`config.mk`:
```
export PLATFORM = sky130hd
export DESIGN_NAME = seven_seg_capture
export DESIGN_NICKNAME = d
export VERILOG_FILES = /design/src/rtl/seven_seg_capture.sv
export SDC_FILE = /design/constraint.sdc
export NUM_CORES = 1
export LEC_CHECK = 0
export CAP_MARGIN = 10
export CELL_PAD_IN_SITES_DETAIL_PLACEMENT = 0
export CELL_PAD_IN_SITES_GLOBAL_PLACEMENT = 2
export CORE_AREA = 4 4 84 86
export CTS_CLUSTER_DIAMETER = 120
export DETAILED_ROUTE_END_ITERATION = 6
export DIE_AREA = 0 0 88 90
export GPL_TIMING_DRIVEN = 0
export PLACE_DENSITY_LB_ADDON = 0.1
export SETUP_SLACK_MARGIN = 0.4
export SYNTH_ARGS = -nofsm -noshare
export SYNTH_HDL_FRONTEND = slang
export SYNTH_SLANG_ARGS = --single-unit
```
`constraint.sdc`:
```
create_clock -name clk -period 4.2 [get_ports clk]
set_input_delay 1.05 -clock clk [delete_from_list [all_inputs] [get_ports clk]]
set_output_delay 1.05 -clock clk [all_outputs]
set_load 0.01 [all_outputs]
```
`src/rtl/seven_seg_capture.sv`:
```
// seven_seg_capture
// Receive side of a multiplexed, active-low seven-segment display bus.
// The 11-bit bus {anode, sevenSeg} is sampled every cycle. A value is
// accepted once it has been seen STABLE_CYCLES times in a row. On acceptance
// the segment pattern is decoded back to a hex nibble and written into the
// register of the digit whose anode is low.
//
// Build option: define SEVEN_SEG_CAPTURE_SYNC_EN to place a two-flop
// synchroniser on all 11 inputs ahead of the sample register. This adds two
// cycles of latency and is meant for asynchronous or off-chip sources.
// Without it, the sample register loads straight from the ports, which suits
// an on-chip synchronous loopback.

module seven_seg_capture #(
    parameter int STABLE_CYCLES = 4    // legal range 2..255
) (
    input  logic       clk,
    input  logic       rst_n,
    input  logic [3:0] anode,
    input  logic [6:0] sevenSeg,
    output logic [3:0] displayA,
    output logic [3:0] displayB,
    output logic [3:0] displayC,
    output logic [3:0] displayD,
    output logic [3:0] digitValid,
    output logic [3:0] digitUpdate,
    output logic       badPattern
);

    // Bus value seen while every anode is off and every segment is dark.
    localparam logic [10:0] BLANK_BUS = {4'hF, 7'h7F};
    localparam logic [7:0]  CNT_MAX   = 8'(STABLE_CYCLES);

    typedef enum logic [0:0] {
        SETTLE = 1'b0,
        LOCKED = 1'b1
    } captureState_t;

    // Map an active-low segment code back to its nibble. Bit 4 is the
    // "legal code" flag. Any code outside the sixteen glyphs is illegal.
    function automatic logic [4:0] decodeSeg(input logic [6:0] seg);
        logic [4:0] result;
        case (seg)
            7'h40:   result = {1'b1, 4'h0};
            7'h79:   result = {1'b1, 4'h1};
            7'h24:   result = {1'b1, 4'h2};
            7'h30:   result = {1'b1, 4'h3};
            7'h19:   result = {1'b1, 4'h4};
            7'h12:   result = {1'b1, 4'h5};
            7'h02:   result = {1'b1, 4'h6};
            7'h78:   result = {1'b1, 4'h7};
            7'h00:   result = {1'b1, 4'h8};
            7'h10:   result = {1'b1, 4'h9};
            7'h08:   result = {1'b1, 4'hA};
            7'h03:   result = {1'b1, 4'hB};
            7'h46:   result = {1'b1, 4'hC};
            7'h21:   result = {1'b1, 4'hD};
            7'h06:   result = {1'b1, 4'hE};
            7'h0E:   result = {1'b1, 4'hF};
            default: result = 5'b0_0000;
        endcase
        return result;
    endfunction

    logic [10:0]   busIn;
    logic [10:0]   sampleSrc;
    logic [10:0]   smpReg;
    logic [7:0]    cntReg;
    captureState_t stateReg;
    captureState_t stateNext;
    logic          busChanged;
    logic          acceptNow;
    logic [3:0]    smpAnode;
    logic [6:0]    smpSeg;
    logic [3:0]    lowMask;
    logic          oneLow;
    logic          multiLow;
    logic [4:0]    decoded;
    logic [3:0]    writeNext;
    logic          badNext;
    logic          badReg;
    logic [3:0]    displayVal [4];

    assign busIn = {anode, sevenSeg};

`ifdef SEVEN_SEG_CAPTURE_SYNC_EN
    logic [10:0] sync1Reg;
    logic [10:0] sync2Reg;

    // Two-flop synchroniser. It resets to the blank bus so that no spurious
    // window starts when reset is released.
    always_ff @(posedge clk or negedge rst_n) begin
        if (!rst_n) begin
            sync1Reg <= BLANK_BUS;
            sync2Reg <= BLANK_BUS;
        end else begin
            sync1Reg <= busIn;
            sync2Reg <= sync1Reg;
        end
    end

    assign sampleSrc = sync2Reg;
`else
    assign sampleSrc = busIn;
`endif

    // An incoming value that differs from the held sample starts a new window.
    assign busChanged = (sampleSrc != smpReg);

    // Sample register and stability counter. The counter saturates at
    // CNT_MAX and restarts at 1 on any change of the bus.
    always_ff @(posedge clk or negedge rst_n) begin
        if (!rst_n) begin
            smpReg <= BLANK_BUS;
            cntReg <= 8'd0;
        end else begin
            smpReg <= sampleSrc;
            if (busChanged) begin
                cntReg <= 8'd1;
            end else if (cntReg != CNT_MAX) begin
                cntReg <= cntReg + 8'd1;
            end
        end
    end

    assign smpAnode = smpReg[10:7];
    assign smpSeg   = smpReg[6:0];
    assign lowMask  = ~smpAnode;
    assign decoded  = decodeSeg(smpSeg);

    // Exactly one anode is low when the mask is a non-zero power of two.
    assign oneLow   = (lowMask != 4'd0) && ((lowMask & (lowMask - 4'd1)) == 4'd0);
    assign multiLow = (lowMask != 4'd0) && !oneLow;

    // The accept fires only once per stable window because the FSM leaves
    // SETTLE on the same edge.
    assign acceptNow = (stateReg == SETTLE) && (cntReg == CNT_MAX);

    // FSM state register.
    always_ff @(posedge clk or negedge rst_n) begin
        if (!rst_n) begin
            stateReg <= SETTLE;
        end else begin
            stateReg <= stateNext;
        end
    end

    // Next-state logic and accept decision. A bus change at the same edge as
    // an accept still lets the accept complete, but sends the FSM back to
    // SETTLE so that the new value gets its own window.
    always_comb begin
        stateNext = stateReg;
        writeNext = 4'b0000;
        badNext   = 1'b0;
        case (stateReg)
            SETTLE: begin
                if (acceptNow) begin
                    stateNext = LOCKED;
                    if (oneLow) begin
                        if (decoded[4]) begin
                            writeNext = lowMask;
                        end else begin
                            badNext = 1'b1;
                        end
                    end else if (multiLow) begin
                        badNext = 1'b1;
                    end
                end
            end
            LOCKED: begin
                stateNext = LOCKED;
            end
            default: begin
                stateNext = SETTLE;
            end
        endcase
        if (busChanged) begin
            stateNext = SETTLE;
        end
    end

    // Register the bad-pattern flag as a one-cycle pulse.
    always_ff @(posedge clk or negedge rst_n) begin
        if (!rst_n) begin
            badReg <= 1'b0;
        end else begin
            badReg <= badNext;
        end
    end

    assign badPattern = badReg;

    // Per-digit storage. Index gi follows the anode bit numbering:
    // 3 = digit A ... 0 = digit D.
    generate
        for (genvar gi = 0; gi < 4; gi++) begin : gDigit
            logic [3:0] valueReg;
            logic       validReg;
            logic       updateReg;

            // Capture the decoded nibble and latch the valid bit. The valid
            // bit is cleared only by reset.
            always_ff @(posedge clk or negedge rst_n) begin
                if (!rst_n) begin
                    valueReg  <= 4'h0;
                    validReg  <= 1'b0;
                    updateReg <= 1'b0;
                end else begin
                    updateReg <= writeNext[gi];
                    if (writeNext[gi]) begin
                        valueReg <= decoded[3:0];
                        validReg <= 1'b1;
                    end
                end
            end

            assign displayVal[gi]  = valueReg;
            assign digitValid[gi]  = validReg;
            assign digitUpdate[gi] = updateReg;
        end
    endgenerate

    assign displayA = displayVal[3];
    assign displayB = displayVal[2];
    assign displayC = displayVal[1];
    assign displayD = displayVal[0];

endmodule

```
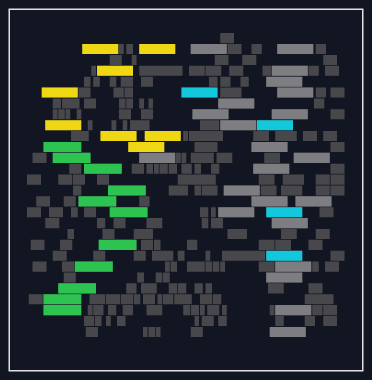
**Above:** sequential cells grouped by signal name.
Drawn at 4 px/µm. Other sequential cells in the stronger grey, the rest of the logic in the fainter grey.
| colour | netlist name | placed flops |
|---|---|---|
| cyan | displayD | 4 |
| green | smpReg | 11 |
| yellow | cntReg | 8 |
not coloured: 22

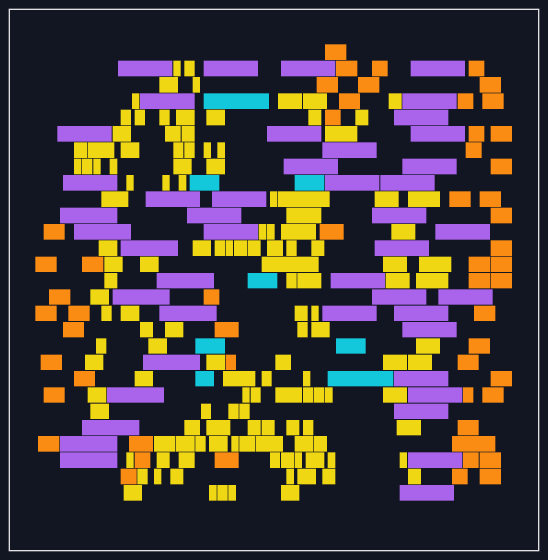
**Above:** placement by cell class.
Drawn at 6 px/µm.
| colour | class | cells | share of their area |
|---|---|---|---|
| cyan | clock drivers and dummy loads | 8 | 4.9% |
| purple | sequential cells | 45 | 41% |
| orange | remaining buffers and delay cells | 54 | 18% |
| yellow | combinational and other logic | 134 | 36% |

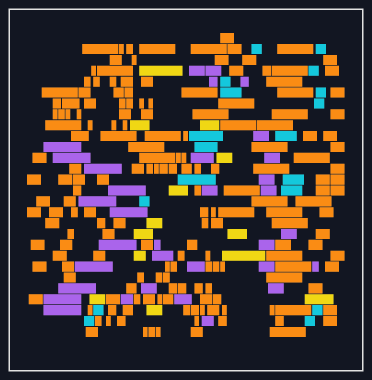
**Above:** drive-strength map.
Drawn at 4 px/µm.
| colour | size | cells | share | most used |
|---|---|---|---|---|
| yellow | _6 and larger | 13 | 5.4% | clkbuf_8 |
| cyan | _3 and _4 cells | 18 | 7.5% | buf_4 |
| purple | _2 cells | 33 | 14% | dfstp_2 |
| orange | _0 and _1 cells | 177 | 73% | clkdlybuf4s50_1 |

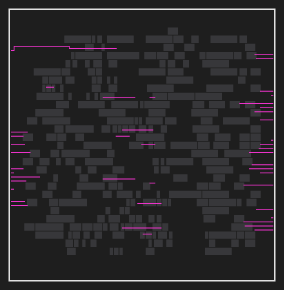
**Above:** the metal 3 layer.
Drawn at 3 px/µm.
wire length on this layer: 272 µm
longest straight run: 18.4 µm
share of all routed wire: 5.9%
main direction: horizontal

==> GITHUB_STEP_SUMMARY <==
## PnR job results

| Metric | Value |
|---|---|
| Status | `finished clean` |
| OpenROAD warning count | `27` |
| Global-route wire length before repair | `7707 µm` |
| Unique cell types | `about 50` |
| All-layer global routing usage | `about an eighth` |
| AO/OA Area Share | `between 8 and 9%` |
| Post-synth top flop | `dfrtp_1` |
| Via count | `1,602` |
| Worst reg2reg endpoint | `displayD[1]$_DFFE_PN0P_` |
| Setup bufs post-CTS | `0` |
| Maxcap violations | `0` |
| Fmax | `386.8 MHz` |
| Clk pin slew, worst setup/hold paths | `roughly 0.080 ns` |
| CTS Hold Bufs | `0` |
| WP data arrival | `roughly 2.8 ns` |
| Endpoints failing hold | `0` |
| Met3 routed wirelength | `~270 µm` |
| End of the critical path | `displayD[1]$_DFFE_PN0P_` |
| Hold wc startpoint | `gDigit[2].validReg$_DFFE_PN0P_` |
| Signal buffers | `between 50 and 60` |
| Yosys top cell by area | `dfrtp_1` |
| DRT Pass-1 Iters | `4` |
| Clock root buffer | `clkbuf_8` |
| Yosys simple share | `roughly a fifth` |
| Drt drc | `0` |
| FP Util | `36.36%` |
| Top-Level Pins | `38` |
| Clock group | `389 µW` |
| Hold Slack | `approximately 0.47 ns` |
| Avg Cell Area, Syn | `11.70 µm²` |
| Synth warn | `0` |
| Layout cell share with drive strength beyond 1 | `26.56%` |
| Port Buffers | `37` |
| Met3 usage | `under 10%` |
| Gpl congestion | `0.7686` |
| Seq pwr share | `49.6%` |
| P_int | `between 700 and 800 µW` |
| Die height | `roughly 90 µm` |
| TritonCTS Buffers | `5` |
| Top Layer Used | `met4` |
| Flop share of the area | `about two fifths` |
| Most frequent cells in the layout | `clkdlybuf4s50_1 (36), dfrtp_1 (34), xor2_1 (15), nor2_1 (13)` |
| Iter 0 DRT Violations | `just under 70` |
| Combinational fraction of the cell area | `around a third` |
| Number of global-route vias before repair | `between 1,500 and 2,000` |
| H-tree levels | `2` |
| Latency at later pin | `about 0.3 ns` |
| R2R cell count | `7` |
| Cells after synthesis | `between 150 and 200` |
| Vias per cell | `5.038` |
| DP HPWL | `~3500 µm` |
| Hold Path Sink | `gDigit[2].validReg$_DFFE_PN0P_` |
| Slew Limit Fails | `0` |
| Max Root-Sink Buffers | `2` |
| Dominant cells by area after synthesis | `dfrtp_1 (37%), dfstp_2 (13%), xor2_1 (5.8%), mux2_2 (4.9%), buf_4 (3.6%)` |
| FF+latch area | `about 1100 µm²` |
| Lkg Pwr | `about 0.0013 µW` |
| Most Used Layer, Global Route | `met1` |
| Top cell area share | `37.28%` |
| P_sw | `195.6 µW` |
| WL met1 | `~2300 µm` |
| Die W | `88 µm` |
| Final worst clock skew | `slightly above 0.01 ns` |
| Number of diodes | `0` |
| Fin crit share | `roughly 60%` |
| P_seq | `approximately 450 µW` |
| Switching share of power | `between 20% and 30%` |
| Post-synth EDFFs | `0` |
| GRT met1 Usage | `approximately 18%` |
| Top pwr grp | `registers` |
| XOR Share, Synth | `6.524%` |
| Tapcells | `just under 80` |
| Yosys Instances | `just under 200` |
| Slew @ Worst Pin | `0.5944 ns` |
| MUX share of area | `8.059%` |
| Nets | `approximately 260` |
-- registers in the layout, summed over array words and instances (netlist names) --
name	count
badPattern	1
cntReg	8
displayA	4
displayB	4
displayC	4
displayD	4
gDigit.updateReg	4
gDigit.validReg	4
smpReg	11
stateReg	1
-- stage by stage --
stage | power [µW] | cell area (µm²) | cells | worst slack [ns]
finish | 910.1 | 2902 | 318 | 1.615
global route | 941.5 | 2902 | 318 | 1.461
detailed placement | 530.4 | 2764 | 310 | 1.492
global placement | 527.4 | 2749 | 309 | 0.9501
floorplan | 495.2 | 2282 | 195 | 1.913
CTS | 918.9 | 2902 | 318 | 1.623
-- critical path: stages, from the launching register on --
cell and delay (ns):
dfstp_2 0.53, buf_2 0.21, nand3b_1 0.16, nor4_1 0.29
a311o_2 0.25, o311ai_4 0.15, nor4b_4 0.49, mux2_2 0.40
No activity file was given, so power comes from the tool's default toggle rates.
